`config.mk`:
```
export PLATFORM = sky130hd
export DESIGN_NAME = one_hot_monitor
export DESIGN_NICKNAME = d
export VERILOG_FILES = /design/src/rtl/one_hot_monitor_pkg.sv /design/src/rtl/one_hot_monitor_onehot_encoder.sv /design/src/rtl/one_hot_monitor.sv
export SDC_FILE = /design/constraint.sdc
export NUM_CORES = 1
export LEC_CHECK = 0
export CORE_ASPECT_RATIO = 1.2
export CORE_MARGIN = 5
export CORE_UTILIZATION = 45
export DETAILED_ROUTE_END_ITERATION = 8
export PLACE_DENSITY = 0.71
export SLEW_MARGIN = 30
export SYNTH_ARGS = -nofsm -noshare
export SYNTH_HDL_FRONTEND = slang
export SYNTH_HIERARCHICAL = 1
export SYNTH_SLANG_ARGS = --single-unit
```
`constraint.sdc`:
```
create_clock -name clock -period 3.2 [get_ports clock]
set_clock_uncertainty 0.15 [all_clocks]
set_input_delay 0.48 -clock clock [delete_from_list [all_inputs] [get_ports clock]]
set_output_delay 0.48 -clock clock [all_outputs]
set_load 0.05 [all_outputs]
```
`src/rtl/one_hot_monitor_pkg.sv`:
```
// Shared types and helpers for the one-hot ring monitor.
//   state_t    : monitor FSM states (IDLE, TRACK, FAULT)
//   rot        : one-step rotation of a one-hot code inside a WIDTH-bit ring
//   is_one_hot : true when exactly one bit is set
//   encode     : binary position of the set bit
// Helpers work on MAX_W-bit zero-extended vectors so any WIDTH up to MAX_W fits.
package one_hot_monitor_pkg;

    localparam int unsigned MAX_W  = 32;
    localparam int unsigned MAX_IW = 5;

    typedef enum logic [1:0] {
        IDLE  = 2'd0,
        TRACK = 2'd1,
        FAULT = 2'd2
    } state_t;

    // Rotate the low 'width' bits by one place; left moves bit i to bit i+1.
    function automatic logic [MAX_W-1:0] rot(input logic [MAX_W-1:0] code,
                                             input int unsigned       width,
                                             input logic              left);
        logic [MAX_W-1:0] r;
        r = '0;
        for (int unsigned i = 0; i < MAX_W; i++) begin
            if (i < width) begin
                if (left) begin
                    r[MAX_IW'((i + 1) % width)] = code[MAX_IW'(i)];
                end else begin
                    r[MAX_IW'((i + width - 1) % width)] = code[MAX_IW'(i)];
                end
            end
        end
        return r;
    endfunction

    function automatic logic is_one_hot(input logic [MAX_W-1:0] code);
        int unsigned cnt;
        cnt = 0;
        for (int unsigned i = 0; i < MAX_W; i++) begin
            cnt = cnt + 32'(code[MAX_IW'(i)]);
        end
        return (cnt == 1);
    endfunction

    // Highest set bit wins; the result is only meaningful for a legal code.
    function automatic logic [MAX_IW-1:0] encode(input logic [MAX_W-1:0] code);
        logic [MAX_IW-1:0] idx;
        idx = '0;
        for (int unsigned i = 0; i < MAX_W; i++) begin
            if (code[MAX_IW'(i)]) begin
                idx = MAX_IW'(i);
            end
        end
        return idx;
    endfunction

endpackage

```
`src/rtl/one_hot_monitor_onehot_encoder.sv`:
```
// Combinational one-hot to binary encoder with legality flag.
//   onehot_in : WIDTH-bit code under test
//   index_c   : binary position of the set bit (don't-care when illegal)
//   legal_c   : exactly one bit of onehot_in is set
module onehot_encoder
    import one_hot_monitor_pkg::*;
#(
    parameter int unsigned WIDTH = 8,
    parameter int unsigned IW    = $clog2(WIDTH)
) (
    input  logic [WIDTH-1:0] onehot_in,
    output logic [IW-1:0]    index_c,
    output logic             legal_c
);

    logic [MAX_W-1:0] wide;

    assign wide    = MAX_W'(onehot_in);
    assign index_c = IW'(encode(wide));
    assign legal_c = is_one_hot(wide);

endmodule

```
`src/rtl/one_hot_monitor.sv`:
```
// On-line integrity checker for a one-hot ring counter.
//   clock, reset : rising-edge clock, async active-high reset
//   enable       : counter advance enable (same signal the counter sees)
//   onehot_in    : counter output
//   clear_err    : synchronous clear of err_sticky / err_count
//   index, index_valid : encoded position of the active bit and its validity
//   wrap_pulse, rev_count : revolution pulse and modulo-256 revolution count
//   illegal, seq_err      : error pulses (bad code / out-of-sequence step)
//   err_sticky, err_count : latched error flag and saturating error count
//   state        : FSM state for debug
// Every output is registered and reports the code sampled at the previous edge.
module one_hot_monitor
    import one_hot_monitor_pkg::*;
#(
    parameter int unsigned WIDTH    = 8,
    parameter bit          ROT_LEFT = 1'b1,
    parameter int unsigned IW       = $clog2(WIDTH)  // derived, leave at default
) (
    input  logic             clock,
    input  logic             reset,
    input  logic             enable,
    input  logic [WIDTH-1:0] onehot_in,
    input  logic             clear_err,
    output logic [IW-1:0]    index,
    output logic             index_valid,
    output logic             wrap_pulse,
    output logic [7:0]       rev_count,
    output logic             illegal,
    output logic             seq_err,
    output logic             err_sticky,
    output logic [7:0]       err_count,
    output logic [1:0]       state
);

    state_t           state_q, state_d;
    logic [WIDTH-1:0] prev_q;
    logic             en_q;
    logic [IW-1:0]    index_q, index_d;
    logic             valid_q, valid_d;
    logic             wrap_q, wrap_d;
    logic [7:0]       rev_q, rev_d;
    logic             illegal_q, illegal_d;
    logic             seq_q, seq_d;
    logic             sticky_q, sticky_d;
    logic [7:0]       cnt_q, cnt_d;

    logic [IW-1:0]    enc_index_c;
    logic             enc_legal_c;
    logic [WIDTH-1:0] expected_c;
    logic             wrap_src_c;

    onehot_encoder #(
        .WIDTH (WIDTH),
        .IW    (IW)
    ) u_encoder (
        .onehot_in (onehot_in),
        .index_c   (enc_index_c),
        .legal_c   (enc_legal_c)
    );

    // Successor of the previously sampled code; unchanged when the counter held.
    assign expected_c = en_q ? WIDTH'(rot(MAX_W'(prev_q), WIDTH, ROT_LEFT)) : prev_q;
    assign wrap_src_c = ROT_LEFT ? prev_q[WIDTH-1] : prev_q[0];

    // State and output registers.
    always_ff @(posedge clock or posedge reset) begin
        if (reset) begin
            state_q   <= IDLE;
            prev_q    <= '0;
            en_q      <= 1'b0;
            index_q   <= '0;
            valid_q   <= 1'b0;
            wrap_q    <= 1'b0;
            rev_q     <= '0;
            illegal_q <= 1'b0;
            seq_q     <= 1'b0;
            sticky_q  <= 1'b0;
            cnt_q     <= '0;
        end else begin
            state_q   <= state_d;
            prev_q    <= onehot_in;
            en_q      <= enable;
            index_q   <= index_d;
            valid_q   <= valid_d;
            wrap_q    <= wrap_d;
            rev_q     <= rev_d;
            illegal_q <= illegal_d;
            seq_q     <= seq_d;
            sticky_q  <= sticky_d;
            cnt_q     <= cnt_d;
        end
    end

    // Next-state, tracking and error bookkeeping.
    always_comb begin
        state_d   = state_q;
        index_d   = index_q;
        valid_d   = valid_q;
        wrap_d    = 1'b0;
        rev_d     = rev_q;
        illegal_d = 1'b0;
        seq_d     = 1'b0;
        sticky_d  = sticky_q;
        cnt_d     = cnt_q;

        case (state_q)
            // IDLE and FAULT accept any legal code without a sequence check.
            IDLE, FAULT: begin
                if (enc_legal_c) begin
                    state_d = TRACK;
                    index_d = enc_index_c;
                    valid_d = 1'b1;
                end else begin
                    state_d   = FAULT;
                    illegal_d = 1'b1;
                    valid_d   = 1'b0;
                end
            end
            TRACK: begin
                if (!enc_legal_c) begin
                    state_d   = FAULT;
                    illegal_d = 1'b1;
                    valid_d   = 1'b0;
                end else begin
                    index_d = enc_index_c;
                    valid_d = 1'b1;
                    if (onehot_in != expected_c) begin
                        // Resynchronise on the new value.
                        seq_d = 1'b1;
                    end else if (en_q && wrap_src_c) begin
                        wrap_d = 1'b1;
                        rev_d  = rev_q + 8'd1;
                    end
                end
            end
            default: begin
                state_d = IDLE;
                valid_d = 1'b0;
            end
        endcase

        // A new error outranks a simultaneous clear.
        if (illegal_d || seq_d) begin
            sticky_d = 1'b1;
            if (clear_err) begin
                cnt_d = 8'd1;
            end else if (cnt_q != 8'hFF) begin
                cnt_d = cnt_q + 8'd1;
            end
        end else if (clear_err) begin
            sticky_d = 1'b0;
            cnt_d    = 8'd0;
        end
    end

    assign index       = index_q;
    assign index_valid = valid_q;
    assign wrap_pulse  = wrap_q;
    assign rev_count   = rev_q;
    assign illegal     = illegal_q;
    assign seq_err     = seq_q;
    assign err_sticky  = sticky_q;
    assign err_count   = cnt_q;
    assign state       = state_q;

endmodule

```
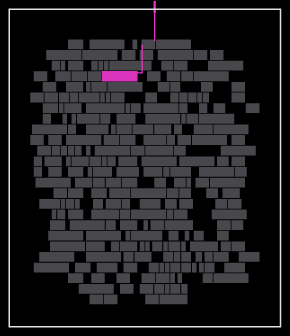
Fig. 1. Wires at chosen ports, followed through buffers.
magenta -> illegal  # bits 1, direction output, edge north, end cells 1, buffers 1, wire 16.2 µm
Ports: 38
number of port buffers: 37

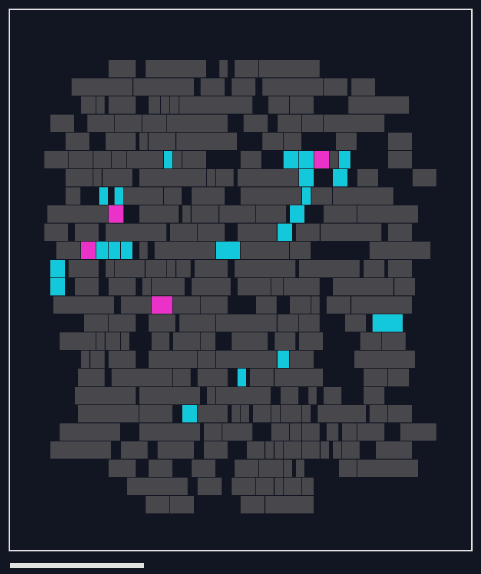
Fig. 2. Gate-type map.
Bar = 20 µm.
cyan -> nand cells  # cells 21
magenta -> and/or cells  # cells 4
Top cell excl fill/tap: sky130_fd_sc_hd__dfrtp_1
multi-input logic portion of the cell area: 35.7%
final cell count without fillers: 298

==> qor.yml <==
final_core_utilization_pct: 71.1
worstPathCellList: "buf_8, inv_8, fa_1, fa_1, fa_1, inv_1, ha_2, inv_2, fa_2, a211oi_2, mux2i_1, nor2_2, nand2_2, nor2_4, o21ai_4, buf_6, a211oi_2, mux2_1"
postCtsResizedCells: 28
holdPathStages: 2
syn-num-nets: 191
max_stage_delay_ps: 550
worstSetupStartpointType: "primary input"
synthTopLogicFamily: "simple AND/OR/NAND/NOR gates"
max-clock-path-buffers: 2
compound_area_share_pct: 8.96
path_common_cell: "sky130_fd_sc_hd__fa_1"
vias_per_cell: 5.09
critical_path.top_delay_family: "adder cells"
final.signal_buffer_count: 68
layout.clock.cell_area_share_pct: 4.26
worst_path_max_delay_cell: "sky130_fd_sc_hd__fa_1"
required_time_of_the_critical_path_ps: 3220
drt_pass1_iterations: 4
half_perimeter_wire_length_after_detailed_placement_mm: 3.25
drive_above_1_share_pct: 32.4
detailroute.wirelength.met3_um: 213
die.size.x_um: 69.1
syn_area_um2: 1880
pwr.group.combinational_mw: 0.843
nWellTaps: 54
finalMaxSlewViolations: 0
synth_dominant_cell_count: "sky130_fd_sc_hd__dfrtp_1"
initCoreUtil_pct: 47.1
grt_first_pass_wirelength_mm: 7.42
ys_sh_simple_pct: 13.2
critPathBufInv: 5
report.power.total_mw: 1.83
clkLatencyLatePin_ps: 280
fillerInstances: 318
maxCapViolCount: 0
detail-route-antenna-nets: 0
grt_start_max_net_pins: 36
cts.sinks: 35
period_minus_slack_ps: 4230
power-top-group: "combinational cells"
final.signal_inverter_count: 20
worstRegToRegCells: 7
crit_type: "in -> reg"
comb_power_share_pct: 46.0
run_status: "finished with violations"
avgSynthCellArea_um2: 11.1
final-comb-area_um2: 1020
worst_r2r_startpoint: "en_q"
synth-adder-area-share_pct: 7.57
cts_post_setup_buffers_inserted: 10
cts_root_buf: "sky130_fd_sc_hd__clkbuf_8"
warning_count: 29
gp_congestion: 0.857
setup_violations: 26
nNetsFinal: 264
timing.final.hold_violations: 0
synth-edff-count: 0
vdd_drop_max_v: 0.000427
wl_met1_mm: 1.71
post-route-worst-setup-slack_ps: -1030
uppermost_layer_routed: "met4"
instance_count_of_the_mapped_netlist: 170
initial_drt_markers: 66
max-slew-margin-rel_pct: 40.4
synthXorXnorAreaFrac_pct: 8.37
cellPowerDensity_nw_per_um2: 644
cp.depth: 18
seqAreaFraction_pct: 30.8
cellLeakagePower_nw: 1.30
timing.critical_path.to_type: "register"
grt_antenna_before_repair: 0
final_hold_slack_ps: 275
clkbuf_count: 6
asyncSetResetFlopFracSynth_pct: 100
met1_usage_pct: 18.1
globalRoute.totalOverflow: 0
yosysSeqAreaShare_pct: 46.5
grt_busiest_layer: "met2"
areaGrowthSynthToFinish_pct: 51.1
lay_top_cells: "sky130_fd_sc_hd__dfrtp_1 (35), sky130_fd_sc_hd__clkdlybuf4s50_1 (34), sky130_fd_sc_hd__buf_4 (17)"
pwr.group.clock_mw: 0.421
ys_cells: 170
switching_share_of_total_power_pct: 37.2
final.setup.tns_ps: -21070
dp.cells: 275
htree_num_levels: 2
largest_type_area_fraction_pct: 46.5
crit_path_start: "onehot_in[0]"
design.seq.count: 35
crit_path_max_fanout: 5
seq_group_mw: 0.569
hold_path_startpoint: "onehot_in[1]"
netlist_top_cells_area: "sky130_fd_sc_hd__dfrtp_1 (46%), sky130_fd_sc_hd__xor2_1 (5.6%), sky130_fd_sc_hd__fa_1 (4.2%), sky130_fd_sc_hd__mux2i_1 (4.2%), sky130_fd_sc_hd__inv_1 (4.0%)"
top_cells_by_count: "sky130_fd_sc_hd__dfrtp_1 (35), sky130_fd_sc_hd__inv_1 (20), sky130_fd_sc_hd__nor2_1 (15)"
die_area_um2: 5590
die_h_um: 80.9
dpl-instance-area_um2: 2520
yosys_area_um2: 1880
regArea_um2: 876
met2WireLength_mm: 2.54
place_worst_setup_slack_ps: -1850
violations: "setup timing"
drc_errors: 0
drt_wl_total_mm: 4.53
min_path_type: "in -> reg"
min_to: "prev_q[1]"
cts_made_buffers: 5
reg2reg_slack_ps: 600
row_count: 25
maxClockFrequency_ghz: 0.237
r2r_end: "err_count[4]"
ys.flop_type: "sky130_fd_sc_hd__dfrtp_1"
cts.clk_slew.worst_paths_ps: 70
seqPwrFrac_pct: 31.1
coreArea_um2: 4000
rsz0062_at_grt: "true"
comb.multi_input.count: 113
synth.area.mux_share_pct: 10.4
design_area_um2: 2850
clock_power_share_pct: 23.0
clock_tree_from_tritoncts: "yes"
power_switching_mw: 0.681
internal_power_mw: 1.15
synth.yosys.warnings: 6
Power and IR drop assume default switching activity.
